--- src/rtl/postbox_link_ctrl_if.sv ---
// Bus bundle between the POST link controller, its two transmit requesters,
// the debug engine's tx/rx buffers and the downstream receive stream.
interface postbox_link_ctrl_if;
    logic [7:0] req0_data;
    logic       req0_valid;
    logic       req0_ready;
    logic [7:0] req1_data;
    logic       req1_valid;
    logic       req1_ready;
    logic [7:0] txin;
    logic       txstart;
    logic       txempty;
    logic [7:0] rxout;
    logic       rxfull;
    logic       rxreset;
    logic [7:0] rx_data;
    logic       rx_valid;
    logic       rx_ready;
    logic       rx_owner;
    logic       tx_stall;

    modport slave (
        input  req0_data, req0_valid, req1_data, req1_valid,
               txempty, rxout, rxfull, rx_ready,
        output req0_ready, req1_ready, txin, txstart, rxreset,
               rx_data, rx_valid, rx_owner, tx_stall
    );

    modport master (
        output req0_data, req0_valid, req1_data, req1_valid,
               txempty, rxout, rxfull, rx_ready,
        input  req0_ready, req1_ready, txin, txstart, rxreset,
               rx_data, rx_valid, rx_owner, tx_stall
    );
endinterface

--- src/rtl/postbox_link_ctrl.sv ---
// Round-robin tx arbiter with txstart/txempty sequencing, rx drain into a
// valid/ready stream with rxreset strobe, and a tx stall watchdog.
module postbox_link_ctrl #(
    parameter int unsigned STALL_MAX   = 4800000,
    parameter int unsigned STALL_WIDTH = 23
) (
    input  logic                refclk,
    input  logic                reset_n,
    postbox_link_ctrl_if.slave  bus
);

    localparam logic [STALL_WIDTH-1:0] STALL_LIMIT = STALL_WIDTH'(STALL_MAX);

    typedef enum logic [1:0] {T_IDLE, T_ISSUE, T_WAIT} tx_state_e;
    typedef enum logic [1:0] {R_IDLE, R_HOLD, R_CLEAR} rx_state_e;

    tx_state_e              tx_state_q;
    rx_state_e              rx_state_q;
    logic                   prio_q;
    logic [7:0]             txin_q;
    logic                   txstart_q;
    logic                   rxreset_q;
    logic [7:0]             rx_data_q;
    logic                   rx_valid_q;
    logic                   rx_owner_q;
    logic                   tx_stall_q;
    logic [STALL_WIDTH-1:0] stall_cnt_q;
    logic [STALL_WIDTH-1:0] stall_cnt_d;

    logic grant_c;
    logic win_c;

    // Arbitration: one grant per idle cycle, ties go to prio_q.
    always_comb begin
        grant_c = 1'b0;
        win_c   = prio_q;
        if (reset_n && (tx_state_q == T_IDLE) && bus.txempty) begin
            if (bus.req0_valid && bus.req1_valid) begin
                grant_c = 1'b1;
                win_c   = prio_q;
            end else if (bus.req0_valid) begin
                grant_c = 1'b1;
                win_c   = 1'b0;
            end else if (bus.req1_valid) begin
                grant_c = 1'b1;
                win_c   = 1'b1;
            end
        end
    end

    assign bus.req0_ready = grant_c && !win_c;
    assign bus.req1_ready = grant_c &&  win_c;

    // Watchdog counts cycles the engine buffer stays full, excluding the issue cycle.
    always_comb begin
        stall_cnt_d = stall_cnt_q;
        if (bus.txempty || (tx_state_q == T_ISSUE)) begin
            stall_cnt_d = '0;
        end else if (stall_cnt_q != STALL_LIMIT) begin
            stall_cnt_d = stall_cnt_q + STALL_WIDTH'(1);
        end
    end

    always_ff @(posedge refclk) begin
        if (!reset_n) begin
            tx_state_q  <= T_IDLE;
            rx_state_q  <= R_IDLE;
            prio_q      <= 1'b0;
            txin_q      <= 8'h00;
            txstart_q   <= 1'b0;
            rxreset_q   <= 1'b0;
            rx_data_q   <= 8'h00;
            rx_valid_q  <= 1'b0;
            rx_owner_q  <= 1'b0;
            tx_stall_q  <= 1'b0;
            stall_cnt_q <= '0;
        end else begin
            stall_cnt_q <= stall_cnt_d;
            tx_stall_q  <= (stall_cnt_d == STALL_LIMIT);
            txstart_q   <= 1'b0;
            rxreset_q   <= 1'b0;

            case (tx_state_q)
                T_IDLE: begin
                    if (grant_c) begin
                        txin_q     <= win_c ? bus.req1_data : bus.req0_data;
                        rx_owner_q <= win_c;
                        prio_q     <= ~win_c;
                        txstart_q  <= 1'b1;
                        tx_state_q <= T_ISSUE;
                    end
                end
                T_ISSUE: tx_state_q <= T_WAIT;
                // txempty lags the strobe by a cycle; only its fall ends the wait
                T_WAIT: begin
                    if (!bus.txempty) begin
                        tx_state_q <= T_IDLE;
                    end
                end
                default: tx_state_q <= T_IDLE;
            endcase

            case (rx_state_q)
                R_IDLE: begin
                    if (bus.rxfull) begin
                        rx_data_q  <= bus.rxout;
                        rx_valid_q <= 1'b1;
                        rx_state_q <= R_HOLD;
                    end
                end
                R_HOLD: begin
                    if (rx_valid_q && bus.rx_ready) begin
                        rx_valid_q <= 1'b0;
                        rxreset_q  <= 1'b1;
                        rx_state_q <= R_CLEAR;
                    end
                end
                // Wait out the engine's late rxfull clear to avoid a double capture
                R_CLEAR: begin
                    if (!bus.rxfull) begin
                        rx_state_q <= R_IDLE;
                    end
                end
                default: rx_state_q <= R_IDLE;
            endcase
        end
    end

    assign bus.txin     = txin_q;
    assign bus.txstart  = txstart_q;
    assign bus.rxreset  = rxreset_q;
    assign bus.rx_data  = rx_data_q;
    assign bus.rx_valid = rx_valid_q;
    assign bus.rx_owner = rx_owner_q;
    assign bus.tx_stall = tx_stall_q;

endmodule

--- src/flat_wrapper.sv ---
// flat-port wrapper written by rule: the top's interface ports become plain ports
module postbox_link_ctrl_flat 
#(
    parameter int unsigned STALL_MAX   = 4800000,
    parameter int unsigned STALL_WIDTH = 23
)
  (refclk, reset_n, bus_req0_data, bus_req0_valid, bus_req1_data, bus_req1_valid, bus_txempty, bus_rxout, bus_rxfull, bus_rx_ready, bus_req0_ready, bus_req1_ready, bus_txin, bus_txstart, bus_rxreset, bus_rx_data, bus_rx_valid, bus_rx_owner, bus_tx_stall);
  postbox_link_ctrl_if bus_i ();
  input  logic refclk;
  input  logic reset_n;
  input wire logic [$bits(bus_i.req0_data)-1:0] bus_req0_data;
  input wire logic [$bits(bus_i.req0_valid)-1:0] bus_req0_valid;
  input wire logic [$bits(bus_i.req1_data)-1:0] bus_req1_data;
  input wire logic [$bits(bus_i.req1_valid)-1:0] bus_req1_valid;
  input wire logic [$bits(bus_i.txempty)-1:0] bus_txempty;
  input wire logic [$bits(bus_i.rxout)-1:0] bus_rxout;
  input wire logic [$bits(bus_i.rxfull)-1:0] bus_rxfull;
  input wire logic [$bits(bus_i.rx_ready)-1:0] bus_rx_ready;
  output wire logic [$bits(bus_i.req0_ready)-1:0] bus_req0_ready;
  output wire logic [$bits(bus_i.req1_ready)-1:0] bus_req1_ready;
  output wire logic [$bits(bus_i.txin)-1:0] bus_txin;
  output wire logic [$bits(bus_i.txstart)-1:0] bus_txstart;
  output wire logic [$bits(bus_i.rxreset)-1:0] bus_rxreset;
  output wire logic [$bits(bus_i.rx_data)-1:0] bus_rx_data;
  output wire logic [$bits(bus_i.rx_valid)-1:0] bus_rx_valid;
  output wire logic [$bits(bus_i.rx_owner)-1:0] bus_rx_owner;
  output wire logic [$bits(bus_i.tx_stall)-1:0] bus_tx_stall;
  assign bus_i.req0_data = bus_req0_data;
  assign bus_i.req0_valid = bus_req0_valid;
  assign bus_i.req1_data = bus_req1_data;
  assign bus_i.req1_valid = bus_req1_valid;
  assign bus_i.txempty = bus_txempty;
  assign bus_i.rxout = bus_rxout;
  assign bus_i.rxfull = bus_rxfull;
  assign bus_i.rx_ready = bus_rx_ready;
  assign bus_req0_ready = bus_i.req0_ready;
  assign bus_req1_ready = bus_i.req1_ready;
  assign bus_txin = bus_i.txin;
  assign bus_txstart = bus_i.txstart;
  assign bus_rxreset = bus_i.rxreset;
  assign bus_rx_data = bus_i.rx_data;
  assign bus_rx_valid = bus_i.rx_valid;
  assign bus_rx_owner = bus_i.rx_owner;
  assign bus_tx_stall = bus_i.tx_stall;
  postbox_link_ctrl #(.STALL_MAX(STALL_MAX), .STALL_WIDTH(STALL_WIDTH)) u_core (.refclk(refclk), .reset_n(reset_n), .bus(bus_i));
endmodule
--- config.mk ---
export PLATFORM = sky130hd
export DESIGN_NAME = postbox_link_ctrl_flat
export DESIGN_NICKNAME = d
export VERILOG_FILES = /design/src/rtl/postbox_link_ctrl_if.sv /design/src/rtl/postbox_link_ctrl.sv /design/src/flat_wrapper.sv
export SDC_FILE = /design/constraint.sdc
export NUM_CORES = 1
export LEC_CHECK = 0
export CORE_MARGIN = 3
export CORE_UTILIZATION = 39
export CTS_CLUSTER_DIAMETER = 120
export DETAILED_ROUTE_END_ITERATION = 16
export GPL_TIMING_DRIVEN = 1
export PLACE_DENSITY = 0.76
export SETUP_SLACK_MARGIN = 0.3
export SLEW_MARGIN = 25
export SYNTH_ARGS = -nofsm -noshare
export SYNTH_HDL_FRONTEND = slang
export SYNTH_SLANG_ARGS = --single-unit
--- constraint.sdc ---
create_clock -name refclk -period 4.7 [get_ports refclk]
set_input_delay 0.94 -clock refclk [delete_from_list [all_inputs] [get_ports refclk]]
set_output_delay 0.94 -clock refclk [all_outputs]
set_load 0.02 [all_outputs]
==> COMMIT_EDITMSG <==
Update PnR metrics after Yosys + OpenROAD run

- Ranked by total cell area, the synthesized netlist is headed by dfxtp_1 39%, mux2i_1 6.8%, nor2_1 4.5%, xor2_1 3.5%, nand2_1 3.3%.
* CTS tree: yes
- The max-slew check reports its worst relative slack as 57.3%.
- Counting cells, the worst reg-to-reg path comes to 7.
- The post-synth count of flops with an enable pin is 0.
- The run finished with clean final reports.
* Final weighted congestion of routability-driven global placement: 0.825
- Net count of the finished layout: 363
* Worst setup skew after layout: 0.00578 ns
* Post-DRT Antenna Nets: 0
* Fin crit period: 3.76 ns
- Worst Setup End Kind: primary output
- Setup slack on the worst reg-to-reg path comes out at 2.33 ns.
* Proportion of netlist area held by the largest area contributor: 39.4%
- Among the non-sequential cells, simple AND/OR/NAND/NOR gates take the most area.
* RSZ-0062 raised after global routing: false
- Chip area from the yosys synthesis statistics: 2490 um2
- Routed met1 length: 2.43 mm
* Antenna fix cells: 0
* Gate count after technology mapping: 279
- The cell that appears most often on the critical path is clkdlybuf4s50_1.
* Cell depth of the worst min-delay path: 2
* Maximum frequency from static timing analysis: 266 MHz
- The detailed router reports a met2 wire length of 2.40 mm.
- Per the OpenROAD floorplan log, the height of the die is 85.9 um.
- Entering global routing, the biggest net connects 25 pins.
- The report lists the power per cell area as 258 nW/um2.
* Placement row count: 28
- In this run the count of I/O pins placed on the die edge is 54.
* DRT iter0 DRCs: 76
- Flops after synth: 49
* Post-Synth Simple-Gate Area: 30.2%
- Final critical-path share of the clock period: 80.0%
* Beginning of the critical path: bus_txempty
- The iteration count recorded for the first detailed-route pass is 6.
* Root cell of the clock tree: clkbuf_8
* Insertion Delay late pin: 0.31 ns
## power breakdown
part           switching [W]  total [W]  internal [W]
Clock               0.000156   0.000267      0.000111
Sequential        0.00000951   0.000438      0.000429
Combinational      0.0000513   0.000117     0.0000655
## worst max-delay path, delay by kind of cell
kind / cells / cell delay, ns
and+or+nand+nor: 2 / 0.50
AOI/OAI and AO/OA: 1 / 0.24
buffers and inverters: 2 / 1.14
## area by class of cell
class,instances,area [um2],share of cell area (%)
flip-flops and latches,49,981,30.8
clock inverters,3,28.8,0.903
inverters,9,33.8,1.06
multi-input cells,208,1420,44.5
well taps,75,93.8,2.95
repair buffers,57,561,17.6
clock buffers,5,68.8,2.16
## placed cells by master, fill, tap and decap left out, drive strengths merged, types with 10 or more instances in the layout
master and n:
clkdlybuf4s50 53, nand3 12, mux2i 17, a21oi 11, nand4 10, xor2 10, nor2b 12, nor2 30
inv 11, dfxtp 49, nand2 22
## stage by stage
stage,cells,hold WS (ns)
2_1_floorplan,279,0.470
3_3_place_gp,398,0.480
3_5_place_dp,398,0.489
4_1_cts,406,0.516
5_1_grt,406,0.536
6_report,406,0.514
## flip-flops by register name, summed over array words and instances (netlist names)
register / flops
u_core.stall_cnt_q: 23
u_core.bus.rx_data: 8
u_core.bus.txin: 8
u_core.rx_state_q: 2
u_core.tx_state_q: 2
u_core.bus.rx_owner: 1
u_core.bus.rx_valid: 1
u_core.bus.rxreset: 1
u_core.bus.tx_stall: 1
u_core.bus.txstart: 1
u_core.prio_q: 1
## metal layers
metal | vias up | GRT usage (%)
met5 | - | 0
met1 | 985 | 19.7
met4 | 0 | 4.32
met2 | 70 | 25.4
met3 | 6 | 6.05
li1 | 1083 | -
registers.png
Scale bar: 20 um. Other sequential cells in the stronger grey, the rest of the logic in the fainter grey.
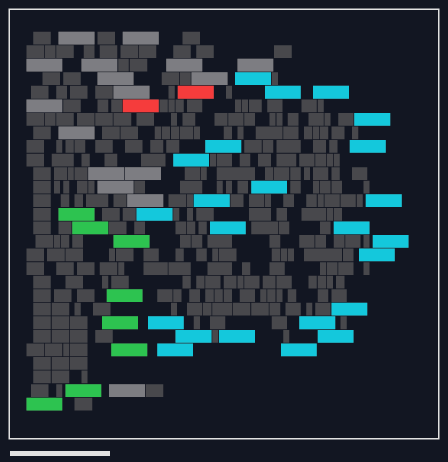
u_core.rx_state_q: in red, placed flops 2. u_core.bus.txin: in green, placed flops 8. u_core.stall_cnt_q: in cyan, placed flops 23.
utilization after layout: 52.6%
sequential cell area share: 30.8%
seq pwr: 0.000438 W

final_clocks.png
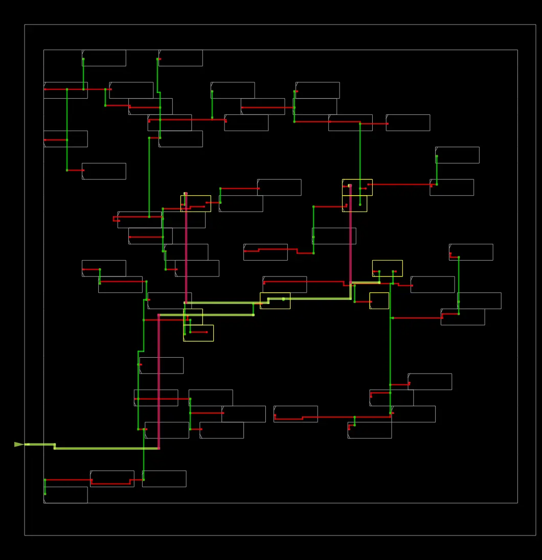
number of sequential cells: 49
number of CTS-inserted buffers: 5

drive_strength.png
Scale bar: 20 um.
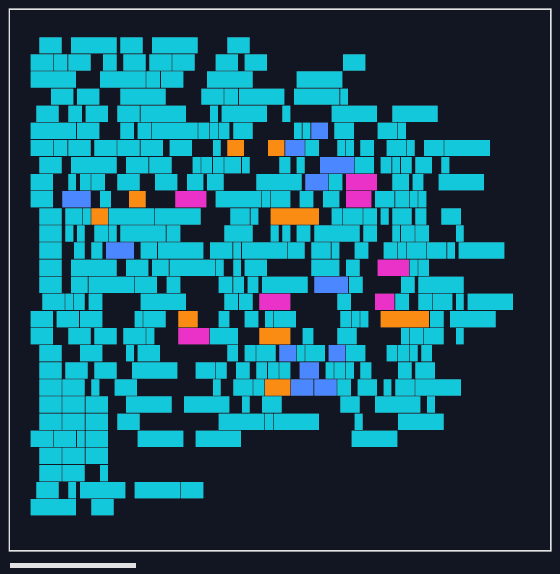
drive 2: in blue, cells 12, most used and2_2. drive 1 or less: in cyan, cells 303, most used clkdlybuf4s50_1. drive 6 and up: in magenta, cells 7, most used clkbuf_8. drive 3 to 4: in orange, cells 9, most used buf_4.

metal_stack.png
Scale bar: 20 um.
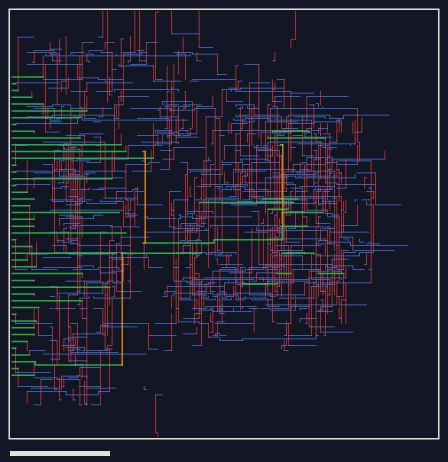
met3: in green, wire length 499 um. met4: in orange, wire length 57.1 um. met2: in red, wire length 2400 um. met1: in blue, wire length 2430 um.

Power figures rest on the tool's default switching activity, not on a simulated workload.
